**Ports around the boundary**

Bar = 20 um. Pins as bars across the die edge, other pins in gray.
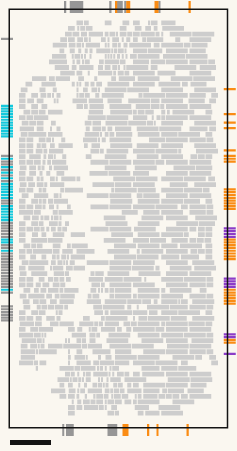
**Close-up of the layout**

Bar = 5 um. Window x 43 to 63, y 132 to 152 um. Cells in gray, sequential cells in the stronger gray; small squares are vias.
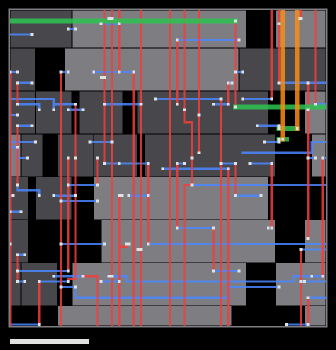
**Signal metal coverage by tile**

The die is cut into 11 by 20 equal tiles; white is low, dark blue is high, scaled to the fullest tile. Values are wire area over tile area, all layers added.
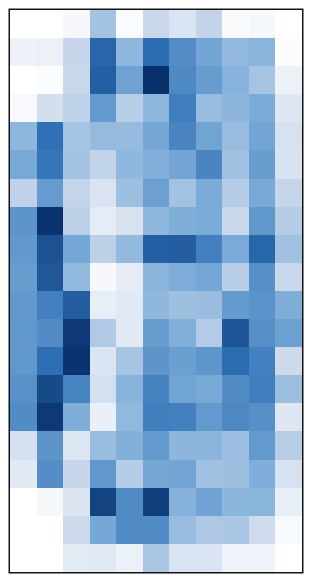
**The clock network**

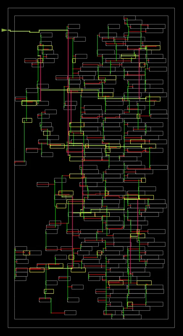
**Logic cells by family**

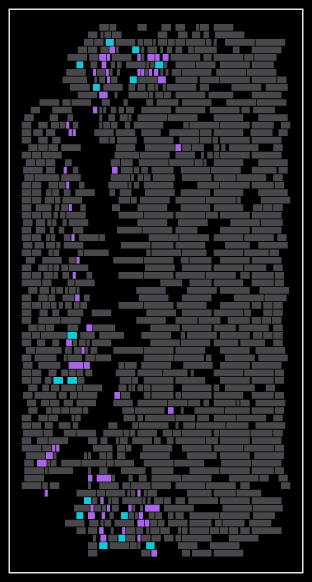
[src/rtl/switch_side_rr_pkg.sv]
// Shared definitions for the switch side: flit layout helpers.
// Flit = {side bit, port index[AW-1:0], data[DW-1:0]}.
package switch_side_rr_pkg;

    // Total flit width for a given port-index and payload width.
    function automatic int flit_width(input int aw, input int dw);
        return 1 + aw + dw;
    endfunction

    // LSB of the payload field.
    function automatic int dat_lsb();
        return 0;
    endfunction

    // LSB of the destination port-index field.
    function automatic int port_lsb(input int dw);
        return dw;
    endfunction

    // Position of the side bit (flit MSB).
    function automatic int side_bit(input int aw, input int dw);
        return aw + dw;
    endfunction

endpackage

[src/rtl/fifo_sync.sv]
// Synchronous FIFO with zero-latency head read, used as one egress queue.
// A push while full is accepted only if a pop happens in the same cycle.
module fifo_sync #(
    parameter int W     = 8,
    parameter int DEPTH = 4,
    localparam int PW   = $clog2(DEPTH),
    localparam int CW   = PW + 1
) (
    input  logic          clk_i,
    input  logic          rst_ni,
    input  logic          push_i,
    input  logic          pop_i,
    input  logic [W-1:0]  din_i,
    output logic [W-1:0]  dout_o,
    output logic          empty_o,
    output logic          full_o,
    output logic [CW-1:0] count_o
);

    logic [W-1:0]  mem_q [DEPTH];
    logic [PW-1:0] wptr_q, wptr_d;
    logic [PW-1:0] rptr_q, rptr_d;
    logic [CW-1:0] count_q, count_d;
    logic          do_push, do_pop;

    assign empty_o = (count_q == '0);
    assign full_o  = (count_q == CW'(DEPTH));
    assign count_o = count_q;
    assign dout_o  = mem_q[rptr_q];

    // Qualify push/pop and compute next pointers and occupancy.
    always_comb begin
        // NOTE: every signal gets a default first so no path leaves it unassigned (no latch).
        do_pop  = pop_i & ~empty_o;
        do_push = push_i & (~full_o | do_pop);
        wptr_d  = wptr_q;
        rptr_d  = rptr_q;
        count_d = count_q;
        if (do_push) wptr_d = wptr_q + PW'(1);
        if (do_pop)  rptr_d = rptr_q + PW'(1);
        case ({do_push, do_pop})
            2'b10:   count_d = count_q + CW'(1);
            2'b01:   count_d = count_q - CW'(1);
            default: count_d = count_q;
        endcase
    end

    // Pointer and occupancy registers.
    always_ff @(posedge clk_i) begin
        // NOTE: sequential state uses non-blocking assignments so all registers update together.
        if (!rst_ni) begin
            wptr_q  <= '0;
            rptr_q  <= '0;
            count_q <= '0;
        end else begin
            wptr_q  <= wptr_d;
            rptr_q  <= rptr_d;
            count_q <= count_d;
        end
    end

    // Storage array write port.
    always_ff @(posedge clk_i) begin
        // NOTE: the storage array is not reset; entries are only visible once written and counted.
        if (do_push) mem_q[wptr_q] <= din_i;
    end

endmodule

[src/rtl/switch_side_rr.sv]
// One side of the switch: backpressure-aware round-robin arbiter over N
// device channels, a 2-stage forwarding pipeline onto the internal bus,
// and N egress FIFOs fed by the opposite side.
module switch_side_rr
    import switch_side_rr_pkg::*;
#(
    parameter int N     = 4,
    parameter int DW    = 8,
    parameter int DEPTH = 4,
    localparam int AW   = $clog2(N),
    localparam int FW   = flit_width(AW, DW),
    localparam int CW   = $clog2(DEPTH) + 1
) (
    input  logic              clk_i,
    input  logic              rst_ni,
    input  logic [N-1:0]      tx_valid_i,
    input  logic [N*(AW+1)-1:0] tx_adr_i,
    input  logic [N*DW-1:0]   tx_dat_i,
    output logic [N-1:0]      tx_ack_o,
    output logic [FW-1:0]     int_dat_o,
    output logic [N-1:0]      int_wen_o,
    input  logic [N-1:0]      full_i,
    input  logic [FW-1:0]     int_dat_i,
    input  logic [N-1:0]      int_wen_i,
    output logic [N-1:0]      full_o,
    output logic [N-1:0]      rx_valid_o,
    output logic [N*FW-1:0]   rx_dat_o,
    input  logic [N-1:0]      rx_ack_i,
    output logic [N-1:0]      ovf_o
);

    // Arbiter and pipeline state.
    logic [N-1:0]  gnt_q, gnt_d;
    logic [AW-1:0] ptr_q, ptr_d;
    logic          s_vld_q, s_vld_d;
    logic [FW-1:0] s_dat_q, s_dat_d;
    logic [AW-1:0] s_dst_q, s_dst_d;
    logic [FW-1:0] int_dat_q;
    logic [N-1:0]  int_wen_q, int_wen_d;
    logic [N-1:0]  ovf_q, ovf_d;

    // Per-channel decoded request fields.
    logic [AW-1:0] dst_port [N];
    logic [FW-1:0] req_flit [N];
    logic [N-1:0]  elig;
    logic [AW-1:0] idx;
    logic          found;

    // Egress FIFO status.
    logic [N-1:0]  fifo_empty, fifo_full, pop;
    logic [CW-1:0] fifo_count [N];

    assign tx_ack_o   = gnt_q;
    assign int_dat_o  = int_dat_q;
    assign int_wen_o  = int_wen_q;
    assign ovf_o      = ovf_q;
    assign rx_valid_o = ~fifo_empty;
    assign pop        = ~fifo_empty & rx_ack_i;

    // Decode each request and decide whether it may be granted this edge.
    always_comb begin
        for (int k = 0; k < N; k++) begin
            dst_port[k] = tx_adr_i[k*(AW+1) +: AW];
            req_flit[k] = {tx_adr_i[k*(AW+1) +: AW+1], tx_dat_i[k*DW +: DW]};
            elig[k]     = tx_valid_i[k] & ~full_i[dst_port[k]] & ~gnt_q[k]
                        & ~(s_vld_q & (dst_port[k] == s_dst_q));
        end
    end

    // Round-robin pick starting at ptr, loading stage 1 with the winner.
    always_comb begin
        gnt_d   = '0;
        ptr_d   = ptr_q;
        s_vld_d = 1'b0;
        s_dat_d = s_dat_q;
        s_dst_d = s_dst_q;
        found   = 1'b0;
        idx     = '0;
        for (int i = 0; i < N; i++) begin
            if (!found && elig[ptr_q + AW'(i)]) begin
                found      = 1'b1;
                idx        = ptr_q + AW'(i);
            end
        end
        if (found) begin
            gnt_d[idx] = 1'b1;
            ptr_d      = idx + AW'(1);
            s_vld_d    = 1'b1;
            s_dat_d    = req_flit[idx];
            s_dst_d    = dst_port[idx];
        end
    end

    // Stage 2 write enable and sticky overflow flags.
    always_comb begin
        int_wen_d = '0;
        if (s_vld_q) int_wen_d[s_dst_q] = 1'b1;
        ovf_d = ovf_q | (int_wen_i & fifo_full & ~pop);
    end

    // Arbiter, pipeline and overflow registers.
    always_ff @(posedge clk_i) begin
        if (!rst_ni) begin
            gnt_q     <= '0;
            ptr_q     <= '0;
            s_vld_q   <= 1'b0;
            s_dat_q   <= '0;
            s_dst_q   <= '0;
            int_dat_q <= '0;
            int_wen_q <= '0;
            ovf_q     <= '0;
        end else begin
            gnt_q     <= gnt_d;
            ptr_q     <= ptr_d;
            s_vld_q   <= s_vld_d;
            s_dat_q   <= s_dat_d;
            s_dst_q   <= s_dst_d;
            int_dat_q <= s_dat_q;
            int_wen_q <= int_wen_d;
            ovf_q     <= ovf_d;
        end
    end

    // One egress FIFO per local port, all fed from the internal bus.
    for (genvar k = 0; k < N; k++) begin : g_egress
        fifo_sync #(
            .W     (FW),
            .DEPTH (DEPTH)
        ) u_fifo (
            .clk_i   (clk_i),
            .rst_ni  (rst_ni),
            .push_i  (int_wen_i[k]),
            .pop_i   (pop[k]),
            .din_i   (int_dat_i),
            .dout_o  (rx_dat_o[k*FW +: FW]),
            .empty_o (fifo_empty[k]),
            .full_o  (fifo_full[k]),
            .count_o (fifo_count[k])
        );
        assign full_o[k] = (fifo_count[k] == CW'(DEPTH));
    end

endmodule

[config.mk]
export PLATFORM = sky130hd
export DESIGN_NAME = switch_side_rr
export DESIGN_NICKNAME = d
export VERILOG_FILES = /design/src/rtl/switch_side_rr_pkg.sv /design/src/rtl/fifo_sync.sv /design/src/rtl/switch_side_rr.sv
export SDC_FILE = /design/constraint.sdc
export NUM_CORES = 1
export LEC_CHECK = 0
export CAP_MARGIN = 40
export CORE_ASPECT_RATIO = 2
export CORE_MARGIN = 4
export CORE_UTILIZATION = 55
export CTS_CLUSTER_DIAMETER = 30
export DETAILED_ROUTE_END_ITERATION = 16
export PLACE_DENSITY = 0.8
export RECOVER_POWER = 50
export SLEW_MARGIN = 30
export SYNTH_ARGS = -nofsm -noshare
export SYNTH_HDL_FRONTEND = slang
export SYNTH_HIERARCHICAL = 1
export SYNTH_SLANG_ARGS = --single-unit
[constraint.sdc]
create_clock -name clk_i -period 2.95 [get_ports clk_i]
set_clock_uncertainty 0.1 [all_clocks]
set_input_delay 0.4425 -clock clk_i [delete_from_list [all_inputs] [get_ports clk_i]]
set_output_delay 0.4425 -clock clk_i [all_outputs]
set_load 0.005 [all_outputs]
==> results.py <==
# Metrics from the implementation run
metrics = {
    "finish": {
        "ff_latch_area_um2": 6750,
        "final_nets": 954,
        "fillers": 1274,
        "comb_area_um2": 3440,
        "syn_to_final_growth_pct": 26.2,
        "n_antenna_cell": 0,
        "final_core_util_pct": 70.4,
        "layout_top_cells": "edfxtp_1, clkdlybuf4s50_1, dfxtp_1",
    },
    "clock_tree": {
        "clk_pin_slew_ns": 0.07,
        "cts-root-buf": "clkbuf_16",
        "cts_buffer_depth": 3,
        "tritoncts": "yes",
        "post_cts_buffers": 0,
        "insertion_delay_ns": 0.50,
        "ctsHoldBuffers": 0,
        "h-tree-depth": 1,
    },
    "sta": {
        "worst_slew_pin_slew_ns": 1.45,
        "drv_slew": 0,
        "layout_setup_ws_ns": 0.277,
        "hold_violations": 0,
        "fmax_ghz": 0.374,
        "fin_crit_sh_pct": 90.6,
        "setup_violations": 0,
        "grt_setup_unrepaired": "no",
    },
    "job": {
        "max-cap-violations": 0,
    },
    "floorplanning": {
        "core-area_um2": 18800,
        "ioPinCount": 148,
        "num_rows": 71,
        "die-area_um2": 21500,
    },
    "placed_design": {
        "dp_hpwl_um": 15900,
        "gp_congestion": 0.873,
        "dp_slack_ns": -0.205,
    },
    "pwr": {
        "power_mw": 8.73,
        "power_density_nw_per_um2": 658,
        "irDropWorstVdd_v": 0.000573,
        "p_leak_nw": 4.75,
    },
    "synth": {
        "synth-seq-area-share_pct": 64.2,
        "ys_cells": 666,
        "syn_avg_cell_area_um2": 15.8,
        "synthFlopType": "edfxtp_1",
        "synth_chip_area_um2": 10500,
        "syn-num-nets": 763,
        "numSynthFlops": 249,
        "synthDistinctLibCells": 50,
        "synthesis.area_um2": 10500,
        "yosysWarnings": 6,
        "ys_async_sr_fraction_pct": 0,
    },
    "routing": {
        "drc": 0,
        "first_pass_iters": 4,
        "ant_nets": 0,
        "viasPerCell": 5.52,
    },
    "global_route": {
        "antenna_found_initial": 0,
        "grt_pass1_wl_um": 35300,
        "overflow": 0,
        "first_global_vias": 6728,
        "grt_max_degree": 36,
    },
    "worst_setup_path": {
        "startpoint_type": "flip-flop",
        "critPathMaxFanout": 11,
        "cp.required_ns": 2.41,
        "end_kind": "output pin",
        "critical_path_class": "reg -> out",
    },
    "run_status": {
        "status": "finished, final reports clean",
    },
    "hold_path": {
        "hold_path.class": "reg -> reg",
    },
}
Notes on 'ports around the boundary' above:
| color | port | pins | direction | edge |
|---|---|---|---|---|
| cyan | tx_dat_i | 32 | input | west |
| purple | int_dat_i | 11 | input | east |
| orange | rx_dat_o | 44 | output | 32 east, 6 north, 6 south |
all pins by edge: 69 west, 43 east, 20 north, 16 south
die width: 106 um
IO buf count: 147
Die H: 203 um

Notes on 'close-up of the layout' above:
| color | layer |
|---|---|
| orange | M4 |
| green | M3 |
| blue | M1 |
| red | M2 |
netlist names of flops here include: g_egress.u_fifo/mem_q (5)
sequential cells in the window: 5
cells with their middle in the window: 16
most frequent: edfxtp_1 (5), and2_1 (4)

Notes on 'signal metal coverage by tile' above:
densest ninth of the die: west
tiles over half the peak: 39%
mean over tiles: 0.17
DR WL/cell: 19.7 um
WL final: 22200 um
vias: 6233
GRT Total Usage: 20.8%

Notes on 'the clock network' above:
clk sinks: 249
CTS Buf Count: 25

Notes on 'logic cells by family' above:
| color | family | cells |
|---|---|---|
| cyan | non-inverting ao/oa cells | 15 |
| purple | nor cells | 60 |
Non-Filler Instances: 1130
Commonest Layout Cell: edfxtp_1
combinational share of cell area: 26.0%

where the power goes:
group	total (mW)	leakage, nW	switching (mW)	internal (mW)
combinational	1.38	2.12	0.658	0.719
clock	3.22	0.420	1.37	1.84
sequential	4.14	2.21	0.130	4.01
sequential cells by signal, summed over array words and instances, names as in the netlist, 8 cells and up, named ones only:
name,flops
g_egress.u_fifo/wptr_q,8
g_egress.u_fifo/count_o,12
s_dat_q,11
g_egress.u_fifo/rptr_q,8
g_egress.u_fifo/mem_q,176
int_dat_o,11
Yosys cell counts, drive strengths merged, types with 3 or more instances:
| cell | n | area share, % |
|---|---|---|
| edfxtp | 176 | 50 |
| dfxtp | 73 | 14 |
| and2 | 51 | 3.0 |
| mux4 | 48 | 10 |
| nor2 | 30 | 1.1 |
| inv | 29 | 1.0 |
| nand2 | 28 | 1.0 |
| mux2i | 25 | 2.5 |
| buf | 21 | 1.6 |
| ha | 20 | 2.4 |
| xnor2 | 16 | 1.3 |
| o21ai | 12 | 0.68 |
| xor2 | 12 | 1.0 |
| a211oi | 11 | 0.79 |
| nor2b | 10 | 0.60 |
| nor3 | 9 | 0.43 |
| and3 | 8 | 0.48 |
| o21a | 8 | 0.57 |
| nand3 | 7 | 0.33 |
| or2b | 7 | 0.54 |
| a21oi | 5 | 0.24 |
| clkbuf | 5 | 0.18 |
| nand2b | 5 | 0.30 |
| nor3b | 5 | 0.36 |
| nor4b | 5 | 0.71 |
| a2111oi | 4 | 0.38 |
| a221oi | 4 | 0.33 |
| and2b | 4 | 0.38 |
| fa | 4 | 0.76 |
| nand3b | 4 | 0.29 |
| o31a | 4 | 0.33 |
| o31ai | 4 | 0.29 |
| a311oi | 3 | 0.64 |
worst max-delay path: stages, from the launching register on:
cell	delay, ns
dfxtp_1	0.32
buf_4	0.24
mux4_2	0.58
clkdlybuf4s50_1	0.48
worst paths after layout:
check	from	endpoint	slack [ns]	cells after the start
worst min register to register	ovf_o[2]	ovf_o[2]	0.36	1
worst max register to register	s_dat_q[9]	s_dat_q[9]	0.45	8
worst min-delay path	ovf_o[2]	ovf_o[2]	0.36	1
worst max-delay path	flip-flop	rx_dat_o[6]	0.28	3
area by class of cell:
class / instances / share of cell area [%]
clock inverter: 18 / 1.58
multi-input combinational: 362 / 26.0
inverter: 29 / 0.821
timing repair buffer: 190 / 13.4
clock buffer: 27 / 4.93
sequential: 249 / 50.9
tap: 255 / 2.41
per-stage QoR:
step	std cells	hold slack [ns]	area, um^2
after floorplan	666	0.329	10500
after global placement	1085	0.337	12400
after global routing	1130	0.374	13300
final	1130	0.356	13300
after detailed placement	1085	0.342	12400
after CTS	1130	0.341	13300
layer usage:
metal	vias to the layer above	routed length (um)	global-route usage, %
met5	-	0	0
met1	3082	7630	21.8
met4	0	704	7.32
met2	236	12700	41.0
met3	44	1150	3.20
li1	2871	-	-
cells by family after synthesis:
kind of cell	after synthesis	share of synthesized area (%)
simple gates	175	9.69
mux	74	12.9
buf+inv	55	2.86
xor+xnor	28	2.33
compound gates	61	4.89
flops	249	64.2
fa+ha+maj	24	3.14
Power figures rest on the tool's default switching activity, not on a simulated workload.
